--- config.mk ---
export PLATFORM = sky130hd
export DESIGN_NAME = unidad_salto
export DESIGN_NICKNAME = d
export VERILOG_FILES = /design/src/rtl/unidad_salto_pkg.sv /design/src/rtl/unidad_salto_calc_destino.sv /design/src/rtl/unidad_salto.sv
export SDC_FILE = /design/constraint.sdc
export NUM_CORES = 1
export LEC_CHECK = 0
export ABC_AREA = 1
export CORE_MARGIN = 8
export CORE_UTILIZATION = 30
export DETAILED_ROUTE_END_ITERATION = 10
export PLACE_DENSITY = 0.59
export REMOVE_ABC_BUFFERS = 1
export SLEW_MARGIN = 5
export SYNTH_ARGS = -nofsm -noshare
export SYNTH_HDL_FRONTEND = slang
export SYNTH_HIERARCHICAL = 1
export SYNTH_SLANG_ARGS = --single-unit
export TNS_END_PERCENT = 50
--- constraint.sdc ---
create_clock -name clk -period 3.2 [get_ports clk]
set_clock_uncertainty 0.15 [all_clocks]
set_input_delay 0.32 -clock clk [delete_from_list [all_inputs] [get_ports clk]]
set_output_delay 0.32 -clock clk [all_outputs]
set_load 0.02 [all_outputs]
--- src/rtl/unidad_salto_pkg.sv ---
// rtl/unidad_salto_pkg.sv - shared core definitions for branch resolution and PC update
package unidad_salto_pkg;

    typedef enum logic {
        RUN    = 1'b0,
        ESPERA = 1'b1
    } estado_t;

    localparam logic [31:0] PC_INC           = 32'd4;
    localparam logic [31:0] DEFAULT_RESET_PC = 32'h0000_0000;
    localparam int          J_TARGET_W       = 26;
    localparam int          IMM_W            = 16;

endpackage

--- src/rtl/unidad_salto_calc_destino.sv ---
// rtl/unidad_salto_calc_destino.sv - combinational branch and jump target calculation
// Ports:
//   pc_id     : PC of the instruction in ID
//   inmediato : sign-extended branch offset (in words)
//   destino_j : J-type target field
//   rama      : branch target, pc_id + 4 + (inmediato << 2)
//   salto     : jump target, {pc4[31:28], destino_j, 2'b00}
module calc_destino
    import unidad_salto_pkg::*;
(
    input  logic [31:0]           pc_id,
    input  logic [31:0]           inmediato,
    input  logic [J_TARGET_W-1:0] destino_j,
    output logic [31:0]           rama,
    output logic [31:0]           salto
);

    logic [31:0] pc4;

    // All sums are modulo 2^32; the top two offset bits fall off in the shift.
    assign pc4   = pc_id + PC_INC;
    assign rama  = pc4 + {inmediato[29:0], 2'b00};
    assign salto = {pc4[31:28], destino_j, 2'b00};

endmodule

--- src/rtl/unidad_salto.sv ---
// rtl/unidad_salto.sv - branch resolution, PC register and redirect/wait counters
// Ports:
//   clk, reset           : rising-edge clock, synchronous active-high reset
//   Comparador_Salida    : ID comparator, 1 = branch operands equal
//   es_beq/es_bne/es_jump: decoded control (priority jump > beq > bne)
//   operandos_listos     : 0 = branch operands not yet forwardable
//   stall_ext            : global stall from hazard unit, freezes this block
//   pc_id, inmediato, destino_j : ID-stage PC and target fields
//   pc                   : registered fetch PC
//   flush_if_id          : IF/ID captures a NOP at the next edge
//   stall_id             : hold IF/ID and PC while a branch waits for operands
//   cnt_saltos           : saturating count of taken redirects
//   cnt_esperas          : saturating count of operand-wait cycles
module unidad_salto
    import unidad_salto_pkg::*;
#(
    parameter logic [31:0] RESET_PC = DEFAULT_RESET_PC,
    parameter int          CNT_W    = 16
) (
    input  logic                  clk,
    input  logic                  reset,
    input  logic                  Comparador_Salida,
    input  logic                  es_beq,
    input  logic                  es_bne,
    input  logic                  es_jump,
    input  logic                  operandos_listos,
    input  logic                  stall_ext,
    input  logic [31:0]           pc_id,
    input  logic [31:0]           inmediato,
    input  logic [J_TARGET_W-1:0] destino_j,
    output logic [31:0]           pc,
    output logic                  flush_if_id,
    output logic                  stall_id,
    output logic [CNT_W-1:0]      cnt_saltos,
    output logic [CNT_W-1:0]      cnt_esperas
);

    localparam logic [CNT_W-1:0] CNT_ONE = {{(CNT_W-1){1'b0}}, 1'b1};

    estado_t     estado, estado_sig;
    logic [31:0] pc_sig;
    logic [31:0] rama, salto;
    logic        es_rama, tomado;
    logic        inc_saltos, inc_esperas;

    calc_destino u_calc_destino (
        .pc_id     (pc_id),
        .inmediato (inmediato),
        .destino_j (destino_j),
        .rama      (rama),
        .salto     (salto)
    );

    // Jump has already been filtered out, so BEQ wins over BNE here.
    assign es_rama = ~es_jump & (es_beq | es_bne);
    assign tomado  = es_beq ? Comparador_Salida : ~Comparador_Salida;

    // RUN and ESPERA resolve identically once operands are ready; the state
    // records that a branch is parked in ID waiting for forwarding.
    always_comb begin
        estado_sig  = estado;
        pc_sig      = pc;
        flush_if_id = 1'b0;
        stall_id    = 1'b0;
        inc_saltos  = 1'b0;
        inc_esperas = 1'b0;
        if (!reset && !stall_ext) begin
            if (es_jump) begin
                pc_sig      = salto;
                flush_if_id = 1'b1;
                inc_saltos  = 1'b1;
                estado_sig  = RUN;
            end else if (es_rama && !operandos_listos) begin
                stall_id    = 1'b1;
                inc_esperas = 1'b1;
                estado_sig  = ESPERA;
            end else if (es_rama && tomado) begin
                pc_sig      = rama;
                flush_if_id = 1'b1;
                inc_saltos  = 1'b1;
                estado_sig  = RUN;
            end else begin
                pc_sig      = pc + PC_INC;
                estado_sig  = RUN;
            end
        end
    end

    always_ff @(posedge clk) begin
        if (reset) begin
            estado      <= RUN;
            pc          <= RESET_PC;
            cnt_saltos  <= '0;
            cnt_esperas <= '0;
        end else begin
            estado <= estado_sig;
            pc     <= pc_sig;
            if (inc_saltos && (cnt_saltos != '1)) begin
                cnt_saltos <= cnt_saltos + CNT_ONE;
            end
            if (inc_esperas && (cnt_esperas != '1)) begin
                cnt_esperas <= cnt_esperas + CNT_ONE;
            end
        end
    end

endmodule

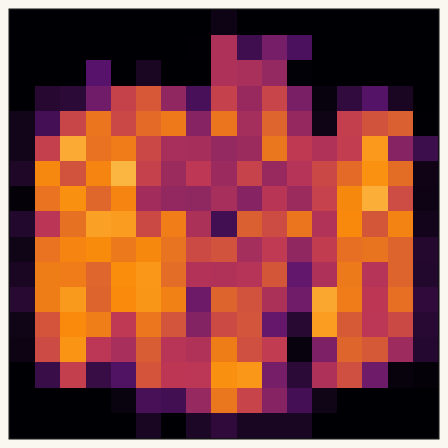
run_1/cell_density.png
The die is cut into 17 by 17 equal tiles; black is low, pale yellow is high, 0 to 100% covered.
The fullest tile reaches 84%. The densest ninth of the die: left middle. 23% of the tiles are nearly empty. The emptiest ninth of the die: top right. 5.9% of the tiles are over 75% full. The mean over all tiles is 36%.

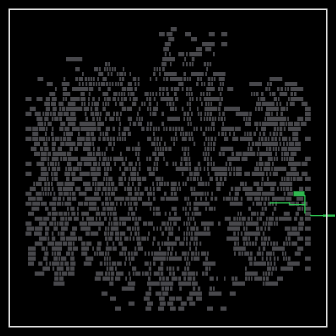
run_1/io_fan.png
Key: stall_id = green [direction output, edge right, end cells 1, wire 38.3 µm]

==> results.cfg, run 1 <==
; physical design summary
[outcome]
outcome = finished, final reports clean

[logic_synthesis]
ys.flop_type = dfxtp_1
aoi_share_pct = 13.01
fa_ha_area_share_pct = 7.105
syn_inst = 1264
mux_share_pct = 0
synthDistinctLibCells = 45
post-synth-top-area-cell = nand2_1
yosys.area.top_type_share_pct = 21.06
topCombFamilyByArea = simple AND/OR/NAND/NOR gates
area_leaders = nand2_1 (21%), dfxtp_1 (17%), nor2_1 (7.7%)
yosysChipArea_um2 = 7326

[clock_network]
postCtsSetupBuffers = 2
numCtsBuffers = 9
cts.sinks = 64
root_buffer = clkbuf_16
cts_hold_buf = 0
cts_max_level = 3
clk_pin_slew_ps = 60

[placement]
hpwl_mm = 21.68
placed_cell_area_um2 = 9997
place_inst = 1828

[detailed_routing]
ant_nets = 0
routed_wl_mm = 27.06
vias = 8713

[floorplanning]
die_w_um = 172.3
chip_area_um2 = 29680
rows = 57

[power]
p_comb_share_pct = 39.1
p_leak_nw = 4.825
p_sw_share_pct = 34.42
p_per_area_nw_per_um2 = 280.5
power.internal_w = 0.002019
power_leader = combinational cells
p_comb_w = 0.00120
pg_seq_w = 0.000876
power_clock_w = 0.000999

[timing]
fmax_ghz = 0.3321
holdWs_ps = 338.5
worst_slew_pin_slew_ps = 1076
slew_violations = 0
min_period_ps = 3011

[final_layout]
sh_seq_area_pct = 11.67
nFillCells = 2500
comb_cells = 1016
final_area_um2 = 10980
lay_top_count = nand2_1
non_clock_inverter_count = 128
flops = 64
largestClassByArea = combinational gates

[critical_path]
reg2reg_slack_ps = 1070
worstSetupEndpoint = pc[23]
r2r_start = cnt_esperas[0]
crit_fanout = 4

[grt]
antenna_found_initial = 1
globalRouteOverflowTotal = 0
grt_max_degree = 37
first_global_vias = 8500

[min_path]
holdPathStages = 2
whs_endpoint = cnt_esperas[13]

[run]
log.warning_count = 35
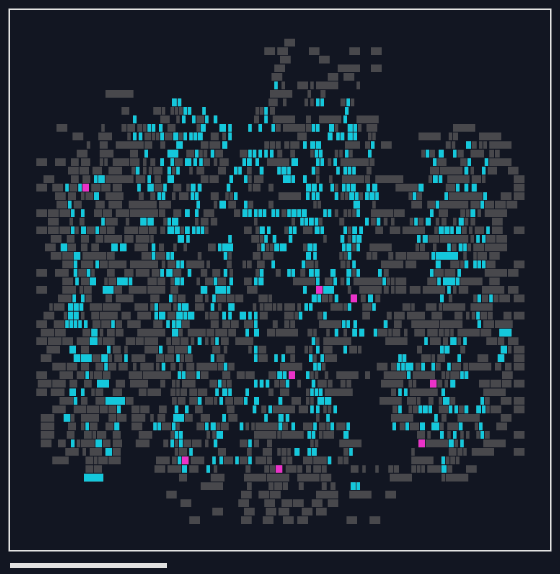
run_1/logic_types.png
Scale bar: 50 µm.
Key: AND and OR gates = magenta [cells 8]; NAND gates = cyan [cells 533]

==> run 1: cell usage after synthesis (4+ instances only) <==
master and instances:
xnor2_1 21, clkbuf_1 13, buf_4 32, xor2_1 46, nand3b_1 4, nor2_4 5
nand3_1 93, a21oi_1 97, a21oi_2 8, nand4_1 13, o21bai_1 11, nor3_1 21
o211ai_1 5, nor2_1 150, ha_1 40, nand2_2 7, dfxtp_1 64, buf_1 4
nor2_2 9, buf_2 5, inv_1 124, o21ai_0 44, or2_2 4, nand2_1 411
==> run 1: per-layer routing <==
| metal | track usage (%) | wire length (µm) | vias to the layer above |
|---|---|---|---|
| li1 | - | - | 4529 |
| met1 | 22.65 | 12080 | 3922 |
| met4 | 5.247 | 562 | 2 |
| met5 | 0 | 13 | - |
| met3 | 2.831 | 1550 | 38 |
| met2 | 30.41 | 12860 | 222 |
==> run 2, diff against run 1 <==
--- a/config.mk
+++ b/config.mk
@@ -9,11 +9,10 @@
 export CORE_MARGIN = 8
 export CORE_UTILIZATION = 30
 export DETAILED_ROUTE_END_ITERATION = 10
-export PLACE_DENSITY = 0.59
+export PLACE_DENSITY = 0.6
 export REMOVE_ABC_BUFFERS = 1
 export SLEW_MARGIN = 5
 export SYNTH_ARGS = -nofsm -noshare
 export SYNTH_HDL_FRONTEND = slang
-export SYNTH_HIERARCHICAL = 1
 export SYNTH_SLANG_ARGS = --single-unit
 export TNS_END_PERCENT = 50
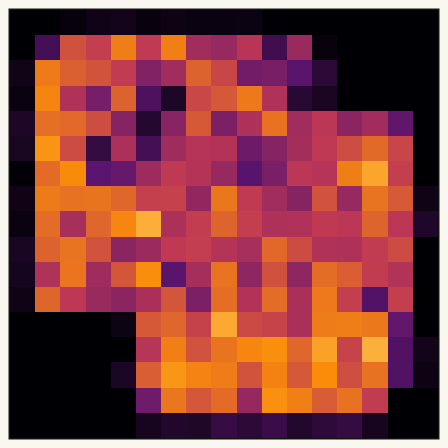
run_2/cell_density.png
The die is cut into 17 by 17 equal tiles; black is low, pale yellow is high, 0 to 100% covered.
The emptiest ninth of the die: bottom left. The densest ninth of the die: bottom middle. The fullest tile reaches 83%. 3.5% of the tiles are over 75% full. The mean over all tiles is 36%. 20% of the tiles are nearly empty.

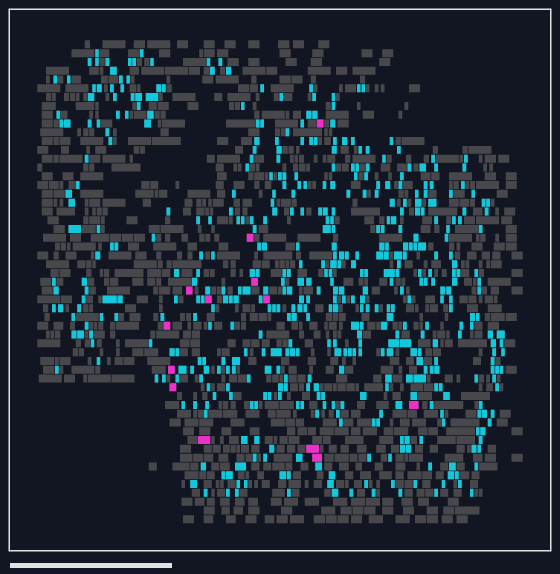
run_2/logic_types.png
Scale bar: 50 µm.
Key: NAND gates = cyan [cells 472]; AND and OR gates = magenta [cells 13]

==> results.cfg, run 2 <==
; physical design summary
[power]
p_comb_share_pct = 37.9
p_comb_w = 0.00109
p_leak_nw = 4.635
power_leader = combinational cells
power_clock_w = 0.000927
pg_seq_w = 0.000853
p_sw_share_pct = 35.22
power.internal_w = 0.001857

[detailed_routing]
wl_met1_mm = 11.84
vias = 8437
ant_nets = 0
dr_wl_met2_mm = 12.88
wl_met3_mm = 1.799
routed_wl_mm = 26.81
routed.top_layer = met4

[logic_synthesis]
ys.flop_type = dfxtp_1
synthDistinctLibCells = 46
yosys.area.top_type_share_pct = 19.91
area_leaders = nand2_1 (20%), dfxtp_1 (19%), a21oi_1 (8.3%)
syn_inst = 1185
yosysChipArea_um2 = 6843
top_cells_by_count = nand2_1 (363), inv_1 (138), nor2_1 (135), a21oi_1 (113), nand3_1 (79)
post-synth-top-area-cell = nand2_1
synth_top_cell_by_count = nand2_1

[clock_network]
cts_hold_buf = 0
cts_max_level = 3
numCtsBuffers = 9
clk_pin_slew_ps = 60
root_buffer = clkbuf_16
cts.sinks = 64

[grt]
grt_pass1_wl_mm = 43.37
antenna_found_initial = 0
grt-busiest-layer = met2
grt_max_degree = 53
first_global_vias = 8295
met2_usage_pct = 33.11
use_met3_pct = 5.130
grt_util_met1_pct = 23.50

[critical_path]
crit_fanout = 3
worst_setup_path_start_kind = primary input
reg2reg_slack_ps = 920
worstSetupEndpoint = pc[16]
r2r_start = pc[2]
cpPeakStageDelay_ps = 300

[timing]
fmax_ghz = 0.3343
holdWs_ps = 212.3
setup_violations = 0
worst_slew_pin_slew_ps = 601.2
slew_violations = 0
min_period_ps = 2992

[min_path]
hp-start = reset
holdPathStages = 2
whs_endpoint = cnt_esperas[12]

[floorplanning]
die_w_um = 167.0
rows = 55
core_um2 = 22500
chip_area_um2 = 27900
io_pins = 164

[placement]
post-place-ws_ps = -678.1
place_inst = 1742
hpwl_mm = 21.60
placed_cell_area_um2 = 9738

[run]
log.warning_count = 32

[final_layout]
lay_top_count = nand2_1
final_util_pct = 46.56
largest_reg_flops = 32
final_area_um2 = 10480

[outcome]
outcome = finished, final reports clean
-- run 2: final cells by class --
| type | count | area, µm² |
|---|---|---|
| clock buffers | 9 | 225.2 |
| clock inverters | 6 | 46.29 |
| fillers | 2373 | 12030 |
| inverters | 143 | 536.8 |
| multi-input cells | 952 | 5321 |
| flip-flops and latches | 64 | 1281 |
| well taps | 285 | 356.6 |
| repair buffers | 304 | 2709 |
-- run 2: kinds of logic after synthesis --
logic type	after synthesis	share of synthesized area [%]
simple gates	676	43.06
compound gates	182	14.50
buf+inv	169	9.435
flops	64	18.72
xor+xnor	55	7.040
fa+ha+maj	39	7.241
-- run 2: per-stage QoR --
stage	total power (W)	setup TNS, ps
after floorplan	0.001355	0
after global placement	0.001885	-7670
after detailed placement	0.001887	-7790
after CTS	0.002841	0
after global routing	0.003039	-139.2
final	0.002866	0
==> run 3, diff against run 2 <==
--- a/config.mk
+++ b/config.mk
@@ -6,10 +6,12 @@
 export NUM_CORES = 1
 export LEC_CHECK = 0
 export ABC_AREA = 1
+export CELL_PAD_IN_SITES_DETAIL_PLACEMENT = 0
+export CELL_PAD_IN_SITES_GLOBAL_PLACEMENT = 1
 export CORE_MARGIN = 8
 export CORE_UTILIZATION = 30
 export DETAILED_ROUTE_END_ITERATION = 10
-export PLACE_DENSITY = 0.6
+export PLACE_DENSITY = 0.8
 export REMOVE_ABC_BUFFERS = 1
 export SLEW_MARGIN = 5
 export SYNTH_ARGS = -nofsm -noshare
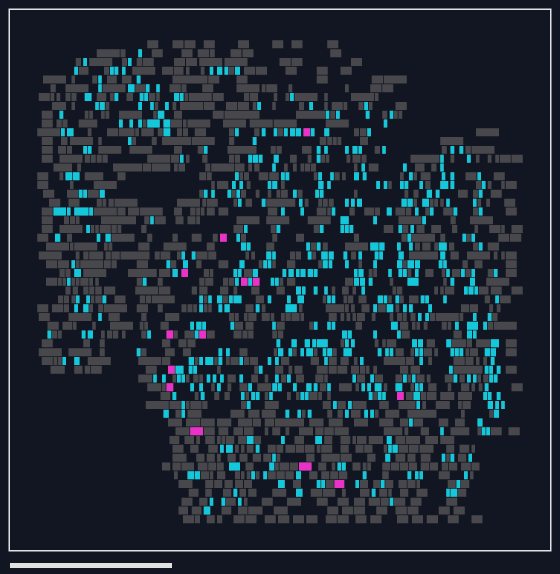
run_3/logic_types.png
Scale bar: 50 µm.
Key: NAND gates = cyan [cells 472]; AND and OR gates = magenta [cells 13]

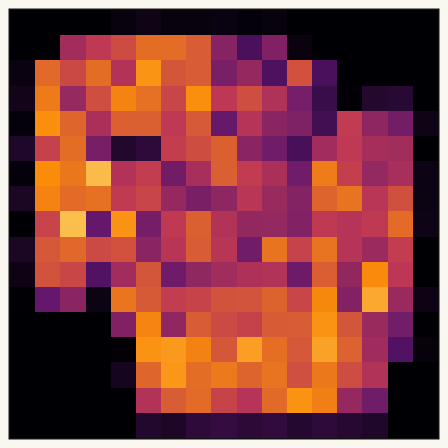
run_3/cell_density.png
The die is cut into 17 by 17 equal tiles; black is low, pale yellow is high, 0 to 100% covered.
The emptiest ninth of the die: bottom left. The fullest tile reaches 86%. 4.8% of the tiles are over 75% full. 22% of the tiles are nearly empty.

==> results.cfg, run 3 <==
; physical design summary
[timing]
worst_slew_pin_slew_ps = 598.9
fmax_ghz = 0.3268
setup_violations = 0
holdWs_ps = 132.8
tns_ps = 0
slew_violations = 0

[detailed_routing]
routed_wl_mm = 27.03
dr_wl_met2_mm = 13.10
wl_met1_mm = 11.93
ant_nets = 0
vias = 8465

[final_layout]
buffer_area_share_pct = 25.55
comb_share_pct = 50.01
non_clock_inverter_count = 143
lay_top_count = nand2_1
buffers = 300
seq_area_um2 = 1281
sh_seq_area_pct = 12.39
clock_cell_area_share_pct = 3.423
nFillCells = 2393
largestClassByArea = combinational gates

[grt]
first_global_vias = 8167
antenna_found_initial = 1
grt_util_met1_pct = 23.34
grt_pass1_wl_mm = 42.52

[outcome]
outcome = finished, final reports clean

[logic_synthesis]
ys_sh_simple_pct = 43.06
yosys.area.top_type_share_pct = 19.91
ys.flop_type = dfxtp_1
synth_top_cell_by_count = nand2_1
area_leaders = nand2_1 (20%), dfxtp_1 (19%), a21oi_1 (8.3%)
yosysChipArea_um2 = 6843
aoi_share_pct = 14.50
fa_ha_area_share_pct = 7.241
synthDistinctLibCells = 46
post-synth-top-area-cell = nand2_1
topCombFamilyByArea = simple AND/OR/NAND/NOR gates
syn_inst = 1185

[clock_network]
cts.sinks = 64
numCtsBuffers = 9
clk_pin_slew_ps = 60
root_buffer = clkbuf_16
cts_max_level = 3

[power]
p_comb_share_pct = 33.9
power.internal_w = 0.002103
p_sw_share_pct = 32.20
p_leak_nw = 4.598
p_total_w = 0.003103

[critical_path]
r2r_start = pc[2]
crit_fanout = 4
worst_setup_path_start_kind = primary input

[floorplanning]
rows = 55
taps = 285
io_pins = 164

[run]
log.warning_count = 32

[placement]
post-place-ws_ps = -591.0
hpwl_mm = 21.88
-- run 3: cell counts after synthesis --
Identical to the previous run, type by type.
-- run 3: power groups by stage --
stage	Combinational (W)	Sequential, W	Clock [W]
after global placement	0.00100	0.000872	0
final	0.00105	0.000854	0.00120
after CTS	0.00103	0.000855	0.00122
after detailed placement	0.00100	0.000872	0
after floorplan	0.000465	0.000890	0
after global routing	0.00117	0.000859	0.00125
-- run 3: path summary, 6_finish.rpt --
kind,endpoint,slack (ps),cells after the start
max,pc[29],140,21
min reg2reg,pc[1],320,2
max reg2reg,pc[26],920,10
min,cnt_saltos[4],130,2
-- run 3: kinds of logic (layout without fill, tap and decap cells) --
group           after synthesis  after routing
compound gates              182            182
xor+xnor                     55             55
fa+ha+maj                    39             39
buf+inv                     169            459
flops                        64             64
simple gates                676            676

==> screenshots <==
Cell placement.
picture 1
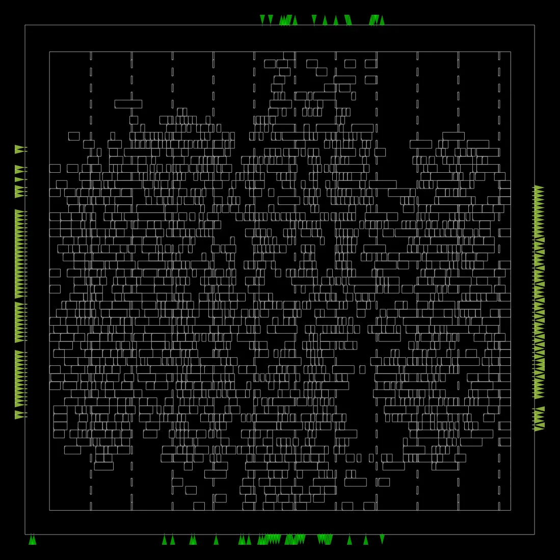
picture 2
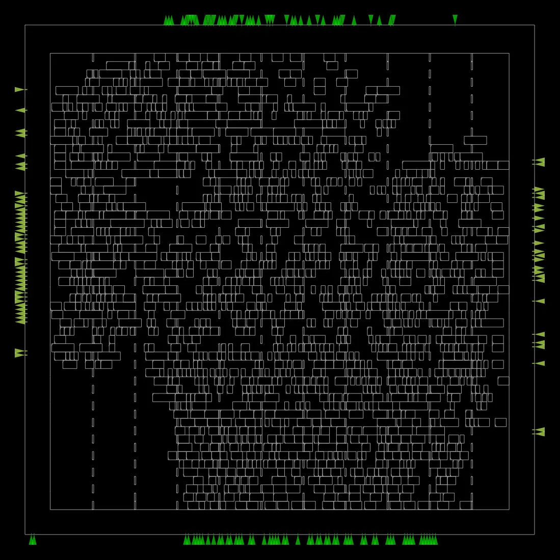
| from | picture |
|---|---|
| run 1 | picture 1 |
| run 3 | picture 2 |

Power and IR drop assume default switching activity.
